===== src/rtl/jogo_desafio_memoria_pkg.sv =====
// Shared definitions for the memory challenge game: FSM state codes, the two
// sequence ROMs, timing constants and the round limits for each game length.
package jogo_desafio_memoria_pkg;

    // FSM state codes. These values are also what db_estado displays.
    typedef enum logic [3:0] {
        S_INICIAL        = 4'h0,
        S_PREPARACAO     = 4'h1,
        S_MOSTRA         = 4'h2,
        S_APAGA          = 4'h3,
        S_ESPERA         = 4'h4,
        S_REGISTRA       = 4'h5,
        S_COMPARA        = 4'h6,
        S_PROXIMA        = 4'h7,
        S_ULTIMA_RODADA  = 4'h8,
        S_PROXIMA_RODADA = 4'h9,
        S_GANHOU         = 4'hA,
        S_PERDEU         = 4'hB,
        S_TIMEOUT        = 4'hC
    } estado_t;

    // Timing in clock cycles (1 kHz clock: 0.5 s lit, 0.5 s dark, 5 s to answer).
    localparam int T_MOSTRA = 500;
    localparam int T_APAGA  = 500;
    localparam int T_ESPERA = 5000;
    localparam int TIMER_W  = 13;

    // Terminal values of the shared timer in each timed state.
    localparam logic [TIMER_W-1:0] MOSTRA_FIM = TIMER_W'(T_MOSTRA - 1);
    localparam logic [TIMER_W-1:0] APAGA_FIM  = TIMER_W'(T_APAGA - 1);
    localparam logic [TIMER_W-1:0] ESPERA_FIM = TIMER_W'(T_ESPERA - 1);

    // Round limit value of the final round: 8 rounds (nivel 0) or 16 (nivel 1).
    localparam logic [3:0] LIMITE_NIVEL0 = 4'd7;
    localparam logic [3:0] LIMITE_NIVEL1 = 4'd15;

    // Sequence ROMs, word 0 in the least significant nibble.
    // ROM0: 1,2,4,8,4,2,1,1,2,2,4,4,8,8,1,4
    // ROM1: 1,1,1,1,2,2,2,2,4,4,4,4,8,8,8,8
    localparam logic [63:0] ROM0 = 64'h4188_4422_1124_8421;
    localparam logic [63:0] ROM1 = 64'h8888_4444_2222_1111;

    function automatic logic [3:0] rom_word(input logic sel, input logic [3:0] addr);
        logic [5:0] base;
        base = {addr, 2'b00};
        return sel ? ROM1[base +: 4] : ROM0[base +: 4];
    endfunction

    function automatic logic [3:0] limite_final(input logic niv);
        return niv ? LIMITE_NIVEL1 : LIMITE_NIVEL0;
    endfunction

endpackage


===== src/rtl/jogo_desafio_memoria_hexa7seg.sv =====
// Hex digit to 7-segment image, active-low, segment order gfedcba.
module hexa7seg (
    input  logic [3:0] valor,
    output logic [6:0] seg
);

    // Pure lookup from nibble to segment pattern.
    always_comb begin
        unique case (valor)
            4'h0: seg = 7'b1000000;
            4'h1: seg = 7'b1111001;
            4'h2: seg = 7'b0100100;
            4'h3: seg = 7'b0110000;
            4'h4: seg = 7'b0011001;
            4'h5: seg = 7'b0010010;
            4'h6: seg = 7'b0000010;
            4'h7: seg = 7'b1111000;
            4'h8: seg = 7'b0000000;
            4'h9: seg = 7'b0010000;
            4'hA: seg = 7'b0001000;
            4'hB: seg = 7'b0000011;
            4'hC: seg = 7'b1000110;
            4'hD: seg = 7'b0100001;
            4'hE: seg = 7'b0000110;
            default: seg = 7'b0001110;
        endcase
    end

endmodule


===== src/rtl/jogo_desafio_memoria_top.sv =====
// Memory challenge game: shows a growing sequence of ROM words on the leds and
// checks the player's button presses against it, one more word per round.
module jogo_desafio_memoria_top
    import jogo_desafio_memoria_pkg::*;
(
    input  logic       clock,
    input  logic       reset,
    input  logic       jogar,
    input  logic [3:0] botoes,
    input  logic       nivel,
    input  logic       memoria,
    output logic       ganhou,
    output logic       perdeu,
    output logic       timeout,
    output logic       pronto,
    output logic [3:0] leds,
    output logic       db_clock,
    output logic       db_tem_jogada,
    output logic       db_chavesIgualMemoria,
    output logic       db_enderecoIgualSequencia,
    output logic       db_fimS,
    output logic       db_timeout,
    output logic       db_timeoutL,
    output logic       db_seletor_memoria,
    output logic [6:0] db_contagem,
    output logic [6:0] db_memoria,
    output logic [6:0] db_jogadafeita,
    output logic [6:0] db_sequencia,
    output logic [6:0] db_estado
);

    estado_t              estado;
    logic [3:0]           endereco;
    logic [3:0]           limite;
    logic [3:0]           jogada;
    logic [TIMER_W-1:0]   timer;
    logic                 nivel_r;
    logic                 memoria_r;
    logic                 botoes_prev;

    logic [3:0]           rom_atual;
    logic                 tem_jogada;
    logic                 jogada_nova;

    assign rom_atual   = rom_word(memoria_r, endereco);
    assign tem_jogada  = |botoes;
    // A press counts only on the rising edge of "any button", so a held
    // button is accepted once and must be released before the next press.
    assign jogada_nova = tem_jogada & ~botoes_prev;

    // Game FSM plus its datapath (address, round limit, timer, button register).
    // NOTE: asynchronous reset clears every register here; the ROMs are
    // constants, so there is no memory array that would need a reset.
    always_ff @(posedge clock or negedge reset) begin
        if (!reset) begin
            estado      <= S_INICIAL;
            endereco    <= '0;
            limite      <= '0;
            jogada      <= '0;
            timer       <= '0;
            nivel_r     <= 1'b0;
            memoria_r   <= 1'b0;
            botoes_prev <= 1'b0;
            ganhou      <= 1'b0;
            perdeu      <= 1'b0;
            timeout     <= 1'b0;
        end else begin
            // NOTE: non-blocking assignments throughout, so every branch sees
            // the register values from before this edge.
            botoes_prev <= tem_jogada;
            unique case (estado)
                S_INICIAL, S_GANHOU, S_PERDEU, S_TIMEOUT: begin
                    if (jogar) estado <= S_PREPARACAO;
                end
                S_PREPARACAO: begin
                    endereco  <= '0;
                    limite    <= '0;
                    jogada    <= '0;
                    timer     <= '0;
                    ganhou    <= 1'b0;
                    perdeu    <= 1'b0;
                    timeout   <= 1'b0;
                    nivel_r   <= nivel;
                    memoria_r <= memoria;
                    estado    <= S_MOSTRA;
                end
                S_MOSTRA: begin
                    if (timer == MOSTRA_FIM) begin
                        timer  <= '0;
                        estado <= S_APAGA;
                    end else begin
                        timer <= timer + 1'b1;
                    end
                end
                S_APAGA: begin
                    if (timer == APAGA_FIM) begin
                        timer <= '0;
                        if (endereco < limite) begin
                            endereco <= endereco + 4'd1;
                            estado   <= S_MOSTRA;
                        end else begin
                            endereco <= '0;
                            estado   <= S_ESPERA;
                        end
                    end else begin
                        timer <= timer + 1'b1;
                    end
                end
                S_ESPERA: begin
                    if (jogada_nova) begin
                        jogada <= botoes;
                        estado <= S_REGISTRA;
                    end else if (timer == ESPERA_FIM) begin
                        timeout <= 1'b1;
                        estado  <= S_TIMEOUT;
                    end else begin
                        timer <= timer + 1'b1;
                    end
                end
                S_REGISTRA: begin
                    estado <= S_COMPARA;
                end
                S_COMPARA: begin
                    if (jogada == rom_atual) begin
                        estado <= (endereco < limite) ? S_PROXIMA : S_ULTIMA_RODADA;
                    end else begin
                        perdeu <= 1'b1;
                        estado <= S_PERDEU;
                    end
                end
                S_PROXIMA: begin
                    endereco <= endereco + 4'd1;
                    timer    <= '0;
                    estado   <= S_ESPERA;
                end
                S_ULTIMA_RODADA: begin
                    if (limite == limite_final(nivel_r)) begin
                        ganhou <= 1'b1;
                        estado <= S_GANHOU;
                    end else begin
                        estado <= S_PROXIMA_RODADA;
                    end
                end
                S_PROXIMA_RODADA: begin
                    limite   <= limite + 4'd1;
                    endereco <= '0;
                    timer    <= '0;
                    estado   <= S_MOSTRA;
                end
                default: estado <= S_INICIAL;
            endcase
        end
    end

    // Led mux: ROM word while showing, live buttons while waiting for input.
    always_comb begin
        leds = 4'b0000;
        if (estado == S_MOSTRA) leds = rom_atual;
        else if (estado == S_ESPERA || estado == S_REGISTRA) leds = botoes;
    end

    assign pronto                    = (estado == S_GANHOU) || (estado == S_PERDEU) ||
                                       (estado == S_TIMEOUT);
    assign db_clock                  = clock;
    assign db_tem_jogada             = tem_jogada;
    assign db_chavesIgualMemoria     = (jogada == rom_atual);
    assign db_enderecoIgualSequencia = (endereco == limite);
    assign db_fimS                   = (limite == limite_final(nivel_r));
    assign db_timeout                = (estado == S_ESPERA) && (timer == ESPERA_FIM);
    assign db_timeoutL               = ((estado == S_MOSTRA) || (estado == S_APAGA)) &&
                                       (timer == MOSTRA_FIM);
    assign db_seletor_memoria        = memoria_r;

    hexa7seg u_hex_contagem   (.valor(endereco),  .seg(db_contagem));
    hexa7seg u_hex_memoria    (.valor(rom_atual), .seg(db_memoria));
    hexa7seg u_hex_jogada     (.valor(jogada),    .seg(db_jogadafeita));
    hexa7seg u_hex_sequencia  (.valor(limite),    .seg(db_sequencia));
    hexa7seg u_hex_estado     (.valor(estado),    .seg(db_estado));

endmodule


===== config.mk =====
export PLATFORM = sky130hd
export DESIGN_NAME = jogo_desafio_memoria_top
export DESIGN_NICKNAME = d
export VERILOG_FILES = /design/src/rtl/jogo_desafio_memoria_pkg.sv /design/src/rtl/jogo_desafio_memoria_hexa7seg.sv /design/src/rtl/jogo_desafio_memoria_top.sv
export SDC_FILE = /design/constraint.sdc
export NUM_CORES = 1
export LEC_CHECK = 0
export CAP_MARGIN = 0
export CORE_ASPECT_RATIO = 0.75
export CORE_MARGIN = 8
export CORE_UTILIZATION = 50
export DETAILED_ROUTE_END_ITERATION = 6
export PLACE_DENSITY = 0.76
export SYNTH_ARGS = -nofsm -noshare
export SYNTH_HDL_FRONTEND = slang
export SYNTH_SLANG_ARGS = --single-unit

===== constraint.sdc =====
create_clock -name clock -period 2.7 [get_ports clock]
set_input_delay 0.675 -clock clock [delete_from_list [all_inputs] [get_ports clock]]
set_output_delay 0.675 -clock clock [all_outputs]
set_load 0.1 [all_outputs]

==> images/clock_nets.png <==
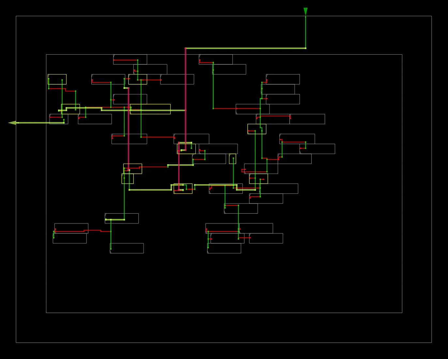
count of clock-net buffers in the final layout: 9
Flop Count: 35

==> results.py <==
# Metrics from the implementation run
metrics = {
    "min_path": {
        "worst_hold_path_type": "reg2reg",
        "min_from": "timeout",
    },
    "critical_path": {
        "worstSetupEndpointType": "output port",
        "critical_path.startpoint": "endereco[3]",
        "worst_setup_path_start_kind": "flop",
        "crit_fanout": 14,
        "cp.depth": 9,
        "critical_r2r_launch": "estado[1]",
        "setup.worst_path.end": "db_memoria[3]",
        "worst_path_dominant_cell_family": "buffers and inverters",
        "crit_path_max_incr_delay_ns": 0.41,
        "critical-path-slowest-cell": "sky130_fd_sc_hd__dfrtp_1",
        "reg2reg_to": "estado[3]",
        "critical_setup_path_kind": "reg2out",
        "worst-r2r-cell-count": 8,
    },
    "pwr": {
        "power_dissipated_in_combinational_cells_w": 0.0000407,
        "comb_power_share_pct": 3.1,
        "total_leakage_power_nw": 2.37,
    },
    "final_timing": {
        "finalSetupViolCount": 11,
        "worstMarginPinSlew_ns": 0.744,
        "rsz_0062_raised_after_global_routing": "true",
        "timing_max_transition_violations_final": 0,
        "final_min_period_over_clock_period_pct": 117,
        "max_freq_mhz": 315,
        "finalWorstSetupSlack_ns": -0.472,
        "finalHoldViolCount": 0,
        "worst_slew_margin_rel_pct": 50.2,
        "timing.setup.tns_ns": -3.31,
    },
    "detailed_routing": {
        "antenna_left": 0,
        "drc": 0,
        "drt_wl_total_mm": 12.4,
        "met2WireLength_mm": 6.10,
        "drt-met1-wl_mm": 5.13,
    },
    "cells_and_area": {
        "largest_register": "timer",
        "final_instance_area_sq_mm": 0.00580,
        "most_frequently_placed_logic_cells_in_the_final_layout": "sky130_fd_sc_hd__buf_4, sky130_fd_sc_hd__buf_12, sky130_fd_sc_hd__nor2_1, sky130_fd_sc_hd__nand2_1, sky130_fd_sc_hd__dfrtp_1",
        "layout.clock.cell_area_share_pct": 2.89,
        "fin_util_pct": 84.1,
        "multi_input_gate_share_of_the_layout_cell_area_pct": 51.3,
        "final_common_cell": "sky130_fd_sc_hd__buf_4",
        "diodes": 0,
        "layout.comb_gates.multi_input": 335,
        "layout-area-overhead-vs-synth_pct": 61.5,
        "non_clock_inverter_count": 28,
        "final_layout_size_suffix_gt1_share_pct": 44.7,
        "area_occupied_by_multi_input_gates_sq_mm": 0.00298,
        "layout.area.top_class": "multi-input combinational cells",
    },
    "yosys": {
        "yosysTopAreaCellShare_pct": 24.4,
        "synth-warning-count": 0,
        "post_synth_edffs": 0,
        "fp_nets": 468,
        "syn_area_sq_mm": 0.00359,
        "synth.avg_cell_area_sq_um": 8.47,
        "synth_adder_area_share_pct": 12.2,
        "netlist.top_cell.by_instances": "sky130_fd_sc_hd__nor2_1",
        "post_synth_ao_oa_area_fraction_pct": 23.7,
        "postSynthCellCount": 424,
        "ys_area_sq_mm": 0.00359,
        "seq_area_frac_synth_pct": 24.4,
        "ffs_latches_synth": 35,
        "cell_area_leaders": "sky130_fd_sc_hd__dfrtp_1, sky130_fd_sc_hd__ha_1, sky130_fd_sc_hd__o21ai_0",
    },
    "placed_design": {
        "port-buffer-count": 59,
        "placement.cell_area_sq_mm": 0.00515,
        "preCtsSetupSlack_ns": -0.265,
        "dp_hpwl_mm": 8.15,
    },
    "clock_network": {
        "tritoncts": "built",
        "cts_setup_buffers": 11,
    },
    "global_routing": {
        "grt_pass1_vias": 3731,
        "grt_start_max_net_pins": 36,
        "groute.layer.met1.usage_pct": 28.9,
        "antenna_found_initial": 0,
    },
    "job": {
        "warning_count": 55,
        "max_cap_check_violation_count": 0,
    },
    "floorplan": {
        "i_o_pin_count": 60,
        "fp.dieH_microns": 89.4,
        "tapCellCount": 98,
    },
    "status": {
        "outcome": "complete, but fails checks",
        "violations": "setup timing",
    },
}
==> images/clock_wires.png <==
The bar under the picture is 20 microns long.
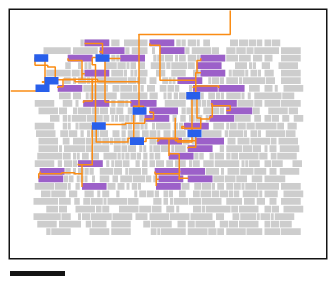
Key: purple = flip-flops [count 35]; blue = clock-net drivers [count 9]; orange = clock wires [length 600 microns]
There are 10 routed clock nets.
maximum clock skew at final layout: 0.00585 ns
clock latency on the worst-skew pair: 0.41 ns
Clock group: 0.000762 W
clock group share of total power: 57.4%

No activity file was given, so power comes from the tool's default toggle rates.
